### M1 wires

Supply wires on this layer in gray.
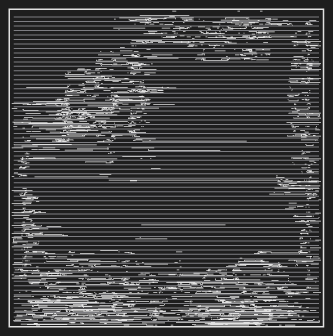
### Signal wires on met2

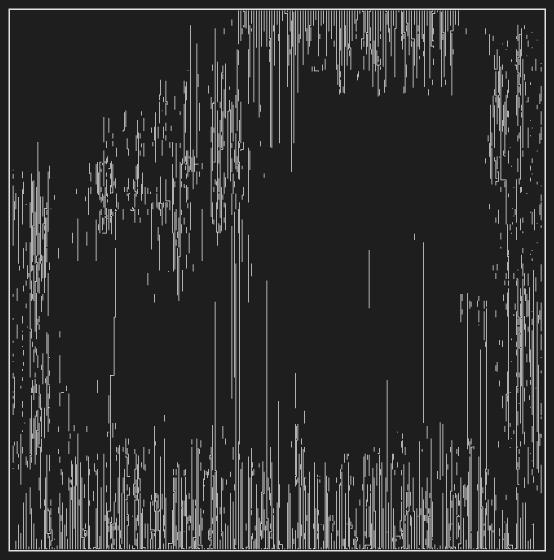
### The metal 3 layer

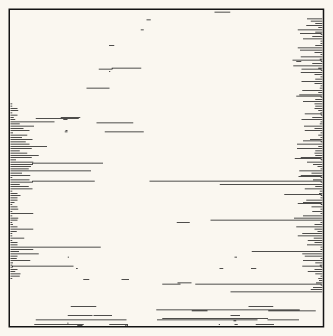
### M4 wires

Scale bar: 50 um. Supply wires on this layer in gray. Cells faint in the background.
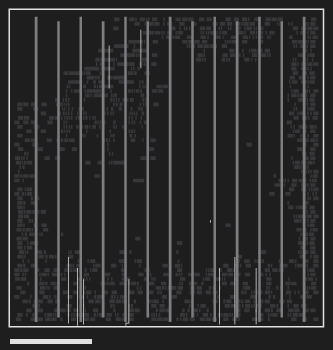
<file path="config.mk">
export PLATFORM = sky130hd
export DESIGN_NAME = arf086b128e1r1w0cbbehsaa4acw_rw_sched
export DESIGN_NICKNAME = d
export VERILOG_FILES = /design/src/rtl/arf086b128e1r1w0cbbehsaa4acw_pkg.sv /design/src/rtl/arf086b128e1r1w0cbbehsaa4acw_rr_arb2.sv /design/src/rtl/arf086b128e1r1w0cbbehsaa4acw_rw_sched.sv
export SDC_FILE = /design/constraint.sdc
export NUM_CORES = 1
export LEC_CHECK = 0
export ABC_AREA = 1
export CORE_AREA = 2 2 188 190
export CTS_CLUSTER_SIZE = 20
export DETAILED_ROUTE_END_ITERATION = 10
export DIE_AREA = 0 0 190 192
export HOLD_SLACK_MARGIN = 0.02
export PLACE_DENSITY_LB_ADDON = 0.3
export REMOVE_ABC_BUFFERS = 1
export SETUP_SLACK_MARGIN = 0.1
export SYNTH_ARGS = -nofsm -noshare
export SYNTH_HDL_FRONTEND = slang
export SYNTH_SLANG_ARGS = --single-unit
</file>
<file path="constraint.sdc">
create_clock -name clk -period 4.9 [get_ports clk]
set_clock_uncertainty 0.15 [all_clocks]
set_input_delay 0.98 -clock clk [delete_from_list [all_inputs] [get_ports clk]]
set_output_delay 0.98 -clock clk [all_outputs]
set_load 0.01 [all_outputs]
</file>
<file path="src/rtl/arf086b128e1r1w0cbbehsaa4acw_pkg.sv">
// Shared types and defaults for the 1R1W array request scheduler.
// Default geometry: 128 entries of 86 bits.
package arf086b128e1r1w0cbbehsaa4acw_pkg;

  localparam int WIDTH_DEF = 86;
  localparam int DEPTH_DEF = 128;
  localparam int ADR_W_DEF = 7;

  typedef enum logic {
    ST_INIT = 1'b0,
    ST_RUN  = 1'b1
  } state_t;

  typedef struct packed {
    logic [ADR_W_DEF-1:0] adr;
    logic [WIDTH_DEF-1:0] data;
  } req_t;

endpackage

</file>
<file path="src/rtl/arf086b128e1r1w0cbbehsaa4acw_rr_arb2.sv">
// Two-way round-robin arbiter with a grant enable.
// pick is the tentative winner; gnt is pick qualified by en.
module arf086b128e1r1w0cbbehsaa4acw_rr_arb2 (
  input  logic       clk,
  input  logic       rst,
  input  logic [1:0] req,
  input  logic       en,
  output logic [1:0] pick,
  output logic [1:0] gnt
);

  logic last;

  // Favour the requester that did not win most recently
  always_comb begin
    pick = req;
    if (req == 2'b11) begin
      pick = last ? 2'b01 : 2'b10;
    end
  end

  assign gnt = en ? pick : 2'b00;

  // Remember the last winner; only a real grant moves it
  always_ff @(posedge clk or posedge rst) begin
    if (rst) begin
      last <= 1'b1;
    end else if (|gnt) begin
      last <= gnt[1];
    end
  end

endmodule

</file>
<file path="src/rtl/arf086b128e1r1w0cbbehsaa4acw_rw_sched.sv">
// Write/read request scheduler for a 1R1W array with zero-init.
// Option macro: ARF086B128E1R1W0CBBEHSAA4ACW_WR_BYPASS_EN
module arf086b128e1r1w0cbbehsaa4acw_rw_sched
  import arf086b128e1r1w0cbbehsaa4acw_pkg::*;
#(
  parameter int WIDTH = WIDTH_DEF,
  parameter int DEPTH = DEPTH_DEF,
  parameter int ADR_W = ADR_W_DEF
) (
  input  logic                  clk,
  input  logic                  rst,
  input  logic [1:0]            wreq_valid,
  input  logic [1:0][ADR_W-1:0] wreq_adr,
  input  logic [1:0][WIDTH-1:0] wreq_data,
  output logic [1:0]            wreq_ready,
  input  logic [1:0]            rreq_valid,
  input  logic [1:0][ADR_W-1:0] rreq_adr,
  output logic [1:0]            rreq_ready,
  output logic                  rsp_valid,
  output logic                  rsp_id,
  output logic [WIDTH-1:0]      rsp_data,
  output logic                  arr_wr_en,
  output logic [ADR_W-1:0]      arr_wr_adr,
  output logic [WIDTH-1:0]      arr_wr_data,
  output logic                  arr_rd_en,
  output logic [ADR_W-1:0]      arr_rd_adr,
  input  logic [WIDTH-1:0]      arr_rd_data,
  output logic                  wr_clk_en,
  output logic                  rd_clk_en,
  output logic                  init_done
);

  state_t           state;
  state_t           state_nxt;
  logic [ADR_W-1:0] cnt;
  logic [1:0]       wpick;
  logic [1:0]       wgnt;
  logic [1:0]       rpick;
  logic [1:0]       rgnt;
  logic             run;
  logic             col;
  logic             rd_allow;
  req_t             wsel;
  logic [ADR_W-1:0] radr;

  assign run = (state == ST_RUN) && !rst;

  assign wsel.adr  = wreq_adr[wpick[1]];
  assign wsel.data = wreq_data[wpick[1]];
  assign radr      = rreq_adr[rpick[1]];

  assign col = (|wpick) && (|rpick)
            && (wsel.adr == radr);

`ifdef ARF086B128E1R1W0CBBEHSAA4ACW_WR_BYPASS_EN
  assign rd_allow = run;
`else
  assign rd_allow = run && !col;
`endif

  arf086b128e1r1w0cbbehsaa4acw_rr_arb2 u_warb (
    .clk  (clk),
    .rst  (rst),
    .req  (wreq_valid),
    .en   (run),
    .pick (wpick),
    .gnt  (wgnt)
  );

  arf086b128e1r1w0cbbehsaa4acw_rr_arb2 u_rarb (
    .clk  (clk),
    .rst  (rst),
    .req  (rreq_valid),
    .en   (rd_allow),
    .pick (rpick),
    .gnt  (rgnt)
  );

  // FSM state register
  always_ff @(posedge clk or posedge rst) begin
    if (rst) begin
      state <= ST_INIT;
    end else begin
      state <= state_nxt;
    end
  end

  // Leave INIT once the last entry has been cleared
  always_comb begin
    state_nxt = state;
    unique case (state)
      ST_INIT: begin
        if (cnt == ADR_W'(DEPTH - 1)) begin
          state_nxt = ST_RUN;
        end
      end
      ST_RUN: state_nxt = ST_RUN;
    endcase
  end

  // Init address counter, one entry per INIT cycle
  always_ff @(posedge clk or posedge rst) begin
    if (rst) begin
      cnt <= '0;
    end else if (state == ST_INIT) begin
      cnt <= cnt + ADR_W'(1);
    end
  end

  // Array port drive: zero-fill in INIT, granted traffic in RUN
  always_comb begin
    arr_wr_en   = 1'b0;
    arr_wr_adr  = '0;
    arr_wr_data = '0;
    arr_rd_en   = 1'b0;
    arr_rd_adr  = '0;
    unique case (state)
      ST_INIT: begin
        arr_wr_en  = !rst;
        arr_wr_adr = cnt;
      end
      ST_RUN: begin
        arr_wr_en   = |wgnt;
        arr_wr_adr  = wsel.adr;
        arr_wr_data = wsel.data;
        arr_rd_en   = |rgnt;
        arr_rd_adr  = radr;
      end
    endcase
  end

  assign wreq_ready = wgnt;
  assign rreq_ready = rgnt;
  assign wr_clk_en  = arr_wr_en;
  assign rd_clk_en  = arr_rd_en;
  assign init_done  = (state == ST_RUN);

`ifdef ARF086B128E1R1W0CBBEHSAA4ACW_WR_BYPASS_EN
  logic             byp_hit;
  logic [WIDTH-1:0] byp_data;

  // Capture write data that a same-address read must observe
  always_ff @(posedge clk or posedge rst) begin
    if (rst) begin
      byp_hit  <= 1'b0;
      byp_data <= '0;
    end else begin
      byp_hit <= (|rgnt) && col;
      if ((|rgnt) && col) begin
        byp_data <= wsel.data;
      end
    end
  end

  assign rsp_data = !rsp_valid ? '0
                  : byp_hit ? byp_data
                  : arr_rd_data;
`else
  assign rsp_data = rsp_valid ? arr_rd_data : '0;
`endif

  // Response tag tracks the read granted one cycle earlier
  always_ff @(posedge clk or posedge rst) begin
    if (rst) begin
      rsp_valid <= 1'b0;
      rsp_id    <= 1'b0;
    end else begin
      rsp_valid <= |rgnt;
      if (|rgnt) begin
        rsp_id <= rgnt[1];
      end
    end
  end

endmodule

</file>
==> flow_summary.toml <==
# yosys + openroad results
[synth]
synthXorXnorAreaFrac = 0.01685
edf_count = 0
top_cell = "nor2_1"
aoi_share = 0.1657
netlist_area_sq_um = 3119
synth_top_flop_cell = "dfrtp_1"
synthAdderAreaFrac = 0.004011
syn_area_per_cell_sq_um = 4.580
synth.logic.top_family = "simple AND/OR/NAND/NOR gates"
ys_sh_simple = 0.5030
yosysWarnings = 0
synthTopCellsByArea = "nor2_1 22%, nand2_1 21%, o21ai_0 15%, inv_1 14%, dfrtp_1 8.0%"
top_area_frac = 0.2226
ys_cells = 681
syn_inst = 681
mux_share = 0
synth-async-reset-ratio = 1.000

[final_timing]
fmaxAchievable_mhz = 229.0
tightest_slew_ns = 0.8811
report.final.slew_viol_count = 0
setup_viol = 0
tns_ns = 0
slew_headroom = 0.4126
period_needed_ns = 4.366

[die]
fp.dieW_um = 190
die_area_sq_um = 36480
dieHeight_um = 192
core_area_sq_um = 34290

[clocking]
tritoncts = "built"
cts_max_level = 1
cts_sinks = 12
numCtsBuffers = 3
root_buffer = "clkbuf_16"
postCtsSetupRepairBufs = 0
cts.repair.resized = 0

[placement]
post-dp-hpwl_um = 19950
gp_congestion = 0.9140
dpl_cell_area_sq_um = 8471

[power_and_ir_drop]
totalPowerFinal_mw = 0.6287
ir_drop_mv = 0.08013
power_density_nw_per_um2 = 73.34

[flow_run]
warnings = 25

[layout]
ff_latch_area_sq_um = 305.3
flops = 12
fin_util = 0.2500
lay_top_count = "clkdlybuf4s50_1"
area_growth_pct = 174.8
most-common-layout-cells = "488 x clkdlybuf4s50_1, 185 x nor2_1, 175 x nand2_1"
nNonClkBuffers = 498
num-clock-buffers = 4
n_antenna_cell = 5
layout-drive-gt1-share = 0.02731
fillers = 3828
comb-cell-share = 0.2515
seq_share = 0.03562
largest_class = "buffers"
layout.area.comb_sq_um = 2156

[setup_path]
crit_type = "in2out"
cp_max_fo = 15
regToRegSetupSlack_ns = 2.84
worst_r2r_endpoint = "u_warb.last"
startpoint = "rreq_valid[0]"
timing.rr.start = "init_done"
reg2reg_depth = 5
cp_data_required_time_ns = 3.77

[routing]
drtAntennaViolNets = 0
routedWlPerCell_um = 14.64
dr.pass1.iters = 7
drc = 0

[grt]
gr-total-overflow = 0
antenna_found_initial = 7
grt_start_max_net_pins = 94
grt_pass1_wl_um = 32970
grt_usage = 0.1178

[hold_path]
min_from = "u_rarb.last"
hold_end = "u_rarb.last"
min_path_cells = 2

[run_status]
status = "finished, final reports clean"
-- 'M1 wires' (at the start) --
wire length on this layer: 8890 um
nets with wire on the layer: 1219

-- 'Signal wires on met2' (at the start) --
nets with wire on the layer: 1099
longest straight run: 100 um
share of all routed wire: 49%

-- 'The metal 3 layer' (at the start) --
longest straight run: 104 um
nets with wire on the layer: 233
main direction: horizontal
wire length on this layer: 2590 um
share of all routed wire: 11%
Vias: 5707
routed wire length: 23350 um
met3 Resource Use GR: 0.04330

-- 'M4 wires' (at the start) --
wire length on this layer: 291 um
nets with wire on the layer: 10
share of all routed wire: 1.3%
main direction: vertical
longest straight run: 40.8 um

## layer usage
metal  global-route usage  vias up  part of all wire
li1                     -     2932                 -
met1               0.1340     2476              0.38
met3              0.04330       23              0.11
met4              0.02713        4             0.012
met5                    0        -           0.00094
met2               0.2090      272              0.49
## sequential cells by signal, indices dropped and copies added (netlist names)
register,cells
u_rarb.last,1
rsp_id,1
rsp_valid,1
cnt,7
init_done,1
u_warb.last,1
## power by group
part / internal (mW) / switching (mW)
logic: 0.238 / 0.123
registers: 0.101 / 0.000729
clock network: 0.123 / 0.0419
total: 0.463 / 0.166
## critical path, delay by kind of cell
| kind | cells | cell delay, ns |
|---|---|---|
| buffers and inverters | 3 | 1.20 |
| and+or+nand+nor | 11 | 1.04 |
Power is estimated from default activity; no workload was simulated.
